<file path="src/rtl/wb_psram_responder_if.sv">
// wb_psram_responder_if: Wishbone B3 classic bus between the CPU master and the PSRAM responder
interface wb_psram_responder_if;
   logic        cyc_i;
   logic        stb_i;
   logic        we_i;
   logic [1:0]  sel_i;
   logic [15:1] adr_i;
   logic [15:0] dat_i;
   logic        ack_o;
   logic [15:0] dat_o;
   modport master (output cyc_i, stb_i, we_i, sel_i, adr_i, dat_i, input ack_o, dat_o);
   modport slave (input cyc_i, stb_i, we_i, sel_i, adr_i, dat_i, output ack_o, dat_o);
endinterface

</file>
<file path="src/rtl/wb_psram_responder.sv">
// wb_psram_responder: Wishbone classic responder driving an asynchronous PSRAM with timed strobes
module wb_psram_responder #(
   parameter int unsigned WAIT_CYCLES = 4,
   parameter int unsigned RECOVERY    = 1,
   parameter logic [7:0]  BANK        = 8'h00
) (
   input  logic                        clk_i,
   input  logic                        res_i,
   wb_psram_responder_if.slave         bus,
   output logic [23:1]                 ram_adr_o,
   input  logic [15:0]                 ram_dq_i,
   output logic [15:0]                 ram_dq_o,
   output logic                        ram_dq_oe,
   output logic                        ram_ce_n,
   output logic                        ram_oe_n,
   output logic                        ram_we_n,
   output logic                        ram_ub_n,
   output logic                        ram_lb_n
);
   // one counter serves both the strobe window and the recovery gap
   localparam int unsigned CMAX = (WAIT_CYCLES > RECOVERY) ? WAIT_CYCLES : RECOVERY;
   localparam int unsigned CW = (CMAX > 1) ? $clog2(CMAX) : 1;

   typedef enum logic [1:0] {IDLE, ACCESS, ACK, RECOVER} state_t;

   state_t        state;
   logic [CW-1:0] cnt;
   logic          we_q;

   assign bus.ack_o = (state == ACK) & bus.cyc_i & bus.stb_i;

   // access sequencer: all pin strobes are registered so the pads never glitch
   always_ff @(posedge clk_i) begin
      if (res_i) begin
         state     <= IDLE;
         cnt       <= '0;
         we_q      <= 1'b0;
         bus.dat_o <= '0;
         ram_adr_o <= '0;
         ram_dq_o  <= '0;
         ram_dq_oe <= 1'b0;
         ram_ce_n  <= 1'b1;
         ram_oe_n  <= 1'b1;
         ram_we_n  <= 1'b1;
         ram_ub_n  <= 1'b1;
         ram_lb_n  <= 1'b1;
      end else begin
         case (state)
            IDLE: if (bus.cyc_i && bus.stb_i) begin
               we_q <= bus.we_i;
               if (bus.sel_i == 2'b00) begin
                  state     <= ACK;
                  bus.dat_o <= '0;
               end else begin
                  state     <= ACCESS;
                  cnt       <= CW'(WAIT_CYCLES - 1);
                  ram_adr_o <= {BANK, bus.adr_i};
                  ram_dq_o  <= bus.dat_i;
                  ram_dq_oe <= bus.we_i;
                  ram_ce_n  <= 1'b0;
                  ram_oe_n  <= bus.we_i;
                  ram_we_n  <= ~bus.we_i;
                  ram_ub_n  <= ~bus.sel_i[1];
                  ram_lb_n  <= ~bus.sel_i[0];
               end
            end
            ACCESS: if (cnt == '0) begin
               state    <= ACK;
               ram_ce_n <= 1'b1;
               ram_oe_n <= 1'b1;
               ram_we_n <= 1'b1;
               ram_ub_n <= 1'b1;
               ram_lb_n <= 1'b1;
               if (!we_q) bus.dat_o <= ram_dq_i;
            end else begin
               cnt <= cnt - 1'b1;
            end
            ACK: begin
               state     <= (RECOVERY == 0) ? IDLE : RECOVER;
               cnt       <= CW'((RECOVERY > 0) ? RECOVERY - 1 : 0);
               ram_dq_oe <= 1'b0;
            end
            RECOVER: if (cnt == '0) state <= IDLE;
                     else cnt <= cnt - 1'b1;
            default: state <= IDLE;
         endcase
      end
   end
endmodule

</file>
<file path="src/flat_wrapper.sv">
// flat-port wrapper written by rule: the top's interface ports become plain ports
module wb_psram_responder_flat 
#(
   parameter int unsigned WAIT_CYCLES = 4,
   parameter int unsigned RECOVERY    = 1,
   parameter logic [7:0]  BANK        = 8'h00
)
  (clk_i, res_i, ram_adr_o, ram_dq_i, ram_dq_o, ram_dq_oe, ram_ce_n, ram_oe_n, ram_we_n, ram_ub_n, ram_lb_n, bus_cyc_i, bus_stb_i, bus_we_i, bus_sel_i, bus_adr_i, bus_dat_i, bus_ack_o, bus_dat_o);
  wb_psram_responder_if bus_i ();
  input  logic clk_i;
  input  logic res_i;
  output logic [23:1] ram_adr_o;
  input  logic [15:0] ram_dq_i;
  output logic [15:0] ram_dq_o;
  output logic ram_dq_oe;
  output logic ram_ce_n;
  output logic ram_oe_n;
  output logic ram_we_n;
  output logic ram_ub_n;
  output logic ram_lb_n;
  input wire logic [$bits(bus_i.cyc_i)-1:0] bus_cyc_i;
  input wire logic [$bits(bus_i.stb_i)-1:0] bus_stb_i;
  input wire logic [$bits(bus_i.we_i)-1:0] bus_we_i;
  input wire logic [$bits(bus_i.sel_i)-1:0] bus_sel_i;
  input wire logic [$bits(bus_i.adr_i)-1:0] bus_adr_i;
  input wire logic [$bits(bus_i.dat_i)-1:0] bus_dat_i;
  output wire logic [$bits(bus_i.ack_o)-1:0] bus_ack_o;
  output wire logic [$bits(bus_i.dat_o)-1:0] bus_dat_o;
  assign bus_i.cyc_i = bus_cyc_i;
  assign bus_i.stb_i = bus_stb_i;
  assign bus_i.we_i = bus_we_i;
  assign bus_i.sel_i = bus_sel_i;
  assign bus_i.adr_i = bus_adr_i;
  assign bus_i.dat_i = bus_dat_i;
  assign bus_ack_o = bus_i.ack_o;
  assign bus_dat_o = bus_i.dat_o;
  wb_psram_responder #(.WAIT_CYCLES(WAIT_CYCLES), .RECOVERY(RECOVERY), .BANK(BANK)) u_core (.clk_i(clk_i), .res_i(res_i), .bus(bus_i), .ram_adr_o(ram_adr_o), .ram_dq_i(ram_dq_i), .ram_dq_o(ram_dq_o), .ram_dq_oe(ram_dq_oe), .ram_ce_n(ram_ce_n), .ram_oe_n(ram_oe_n), .ram_we_n(ram_we_n), .ram_ub_n(ram_ub_n), .ram_lb_n(ram_lb_n));
endmodule
</file>
<file path="config.mk">
export PLATFORM = sky130hd
export DESIGN_NAME = wb_psram_responder_flat
export DESIGN_NICKNAME = d
export VERILOG_FILES = /design/src/rtl/wb_psram_responder_if.sv /design/src/rtl/wb_psram_responder.sv /design/src/flat_wrapper.sv
export SDC_FILE = /design/constraint.sdc
export NUM_CORES = 1
export LEC_CHECK = 0
export CAP_MARGIN = 20
export CORE_MARGIN = 2
export CORE_UTILIZATION = 25
export DETAILED_ROUTE_END_ITERATION = 10
export GPL_TIMING_DRIVEN = 1
export REMOVE_ABC_BUFFERS = 1
export SLEW_MARGIN = 20
export SYNTH_ARGS = -nofsm -noshare
export SYNTH_HDL_FRONTEND = slang
export SYNTH_SLANG_ARGS = --single-unit
export TNS_END_PERCENT = 20
</file>
<file path="constraint.sdc">
create_clock -name clk_i -period 5.46 [get_ports clk_i]
set_clock_uncertainty 0.1 [all_clocks]
set_input_delay 1.365 -clock clk_i [delete_from_list [all_inputs] [get_ports clk_i]]
set_output_delay 1.365 -clock clk_i [all_outputs]
set_load 0.03 [all_outputs]
</file>
==> impl_results.rst <==
Run summary
-----------

.. list-table::
   :header-rows: 1

   * - Metric
     - Value
   * - Result of the run
     - finished clean
   * - Most frequently used flop master after synthesis
     - dfxtp_1
   * - Leading cell types in the layout, fill and taps excluded
     - clkdlybuf4s50_1, nand2_1, dfxtp_1
   * - FF-to-FF path depth
     - 5
   * - Yosys synthesis warning count
     - 0
   * - Number of fillers in the final layout
     - 1,018
   * - DR top layer
     - met4
   * - Final TNS setup
     - 0 ns
   * - Proportion of layout cells with a drive suffix above 1
     - 0.0709
   * - Plain + repair buffers
     - 110
   * - Total number of sequential cells
     - 58
   * - Comb area share
     - 0.307
   * - Global-route congestion overflow total
     - 0
   * - CTS root buf
     - clkbuf_8
   * - Floorplan Utilization
     - 0.256
   * - Leading cell type by number of instances after synthesis
     - nand2_1
   * - Count of library flops with an enable pin
     - 0
   * - Dominant class by area
     - logic gates
   * - Post-synthesis sequential area ratio
     - 0.467
   * - Critical R2R Launch
     - u_core.state[0]$_SDFFE_PP0P_
   * - Maximum achievable frequency
     - 234 MHz
   * - Count of instantiated cells in the yosys netlist
     - 288
   * - Pins Over Slew Limit
     - 0
   * - Crit Reg-Reg Endpoint
     - u_core.bus.dat_o[11]$_SDFFE_PP0P_
   * - Ordered list of cells on the worst path
     - clkdlybuf4s50_1 > and3_2 > clkdlybuf4s50_1
   * - Final critical path time including I/O delays and setup
     - 4.27 ns
   * - Maximum number of pins on one net before global-route repair
     - 49
   * - Max stage delay on crit path
     - 0.66 ns
   * - Dominant non-sequential cell family after synthesis
     - simple AND/OR/NAND/NOR gates
   * - Iter 0 DRT Violations
     - 72
   * - Core box area
     - 9730 sq um
[registers in the layout (all words and copies together) (netlist names)]
register	flops
u_core.ram_dq_oe	1
u_core.ram_ub_n	1
u_core.ram_we_n	1
u_core.state	2
u_core.ram_ce_n	1
u_core.ram_oe_n	1
u_core.ram_lb_n	1
u_core.ram_dq_o	16
u_core.we_q	1
u_core.ram_adr_o	15
u_core.bus.dat_o	16
u_core.cnt	2
[metrics by stage]
stage          cell area (sq um)  cells  setup WS, ns
3_3_place_gp                3630    512          1.21
5_1_grt                     3880    528          1.16
4_1_cts                     3880    528          1.19
3_5_place_dp                3630    512          1.19
2_1_floorplan               2370    269          2.37
6_report                    3880    528          1.19
[power by group]
part	total [uW]	switching, uW	internal, uW
clock network	495	166	328
registers	516	35.8	480
logic	627	354	273
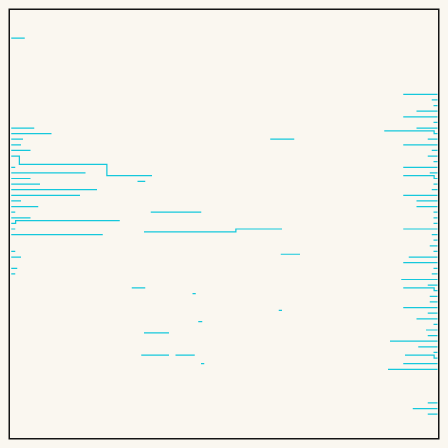
(M3 wires)
main direction: horizontal
share of all routed wire: 7.9%
wire length on this layer: 498 um
longest straight run: 25.1 um
nets with wire on the layer: 81

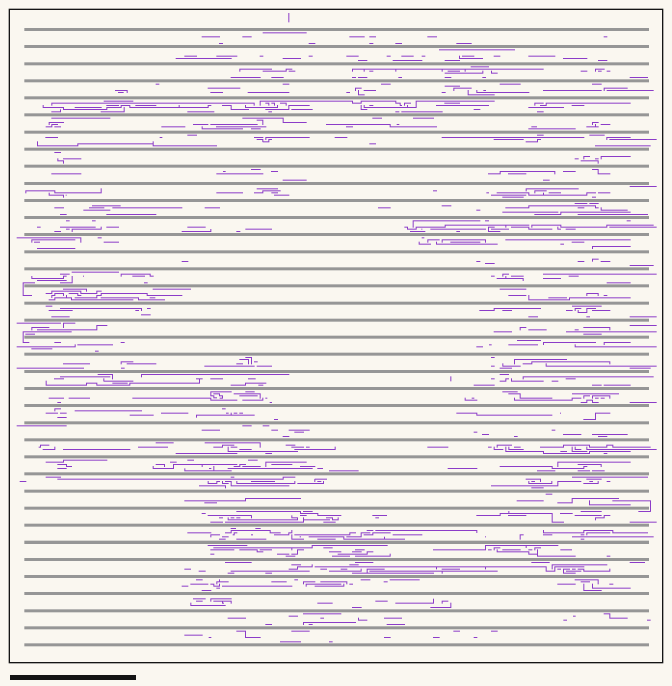
(metal 1)
The bar under the picture is 20 um long. Supply wires on this layer in gray.
main direction: horizontal
share of all routed wire: 45%
longest straight run: 36.8 um
nets with wire on the layer: 384
wire length on this layer: 2,870 um

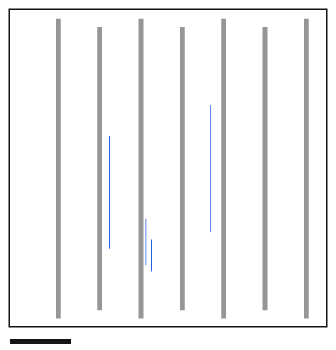
(met4 routing)
The bar under the picture is 20 um long. Supply wires on this layer in gray.
wire length on this layer: 103 um
share of all routed wire: 1.6%
nets with wire on the layer: 3
main direction: vertical

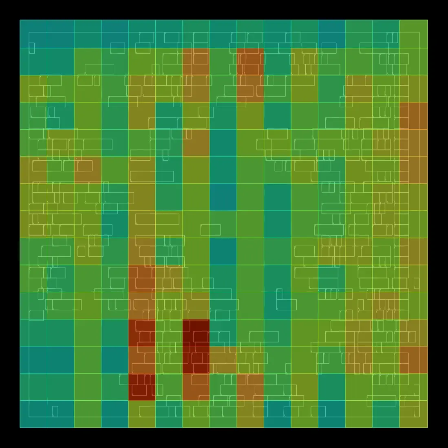
(congestion heat map)
met1 Usage GRT: 0.145
layer with the highest usage: met2
grt met2 use: 0.190
final standard cell utilization of the core: 0.399
total global-route track usage: 0.120

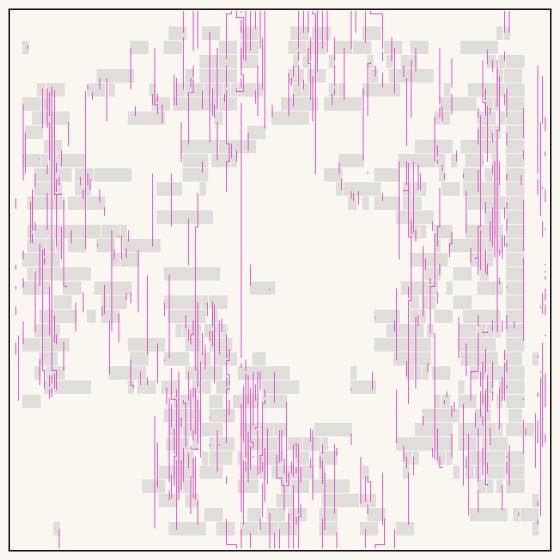
(M2 wires)
longest straight run: 54.4 um
wire length on this layer: 2,840 um
share of all routed wire: 45%
nets with wire on the layer: 351

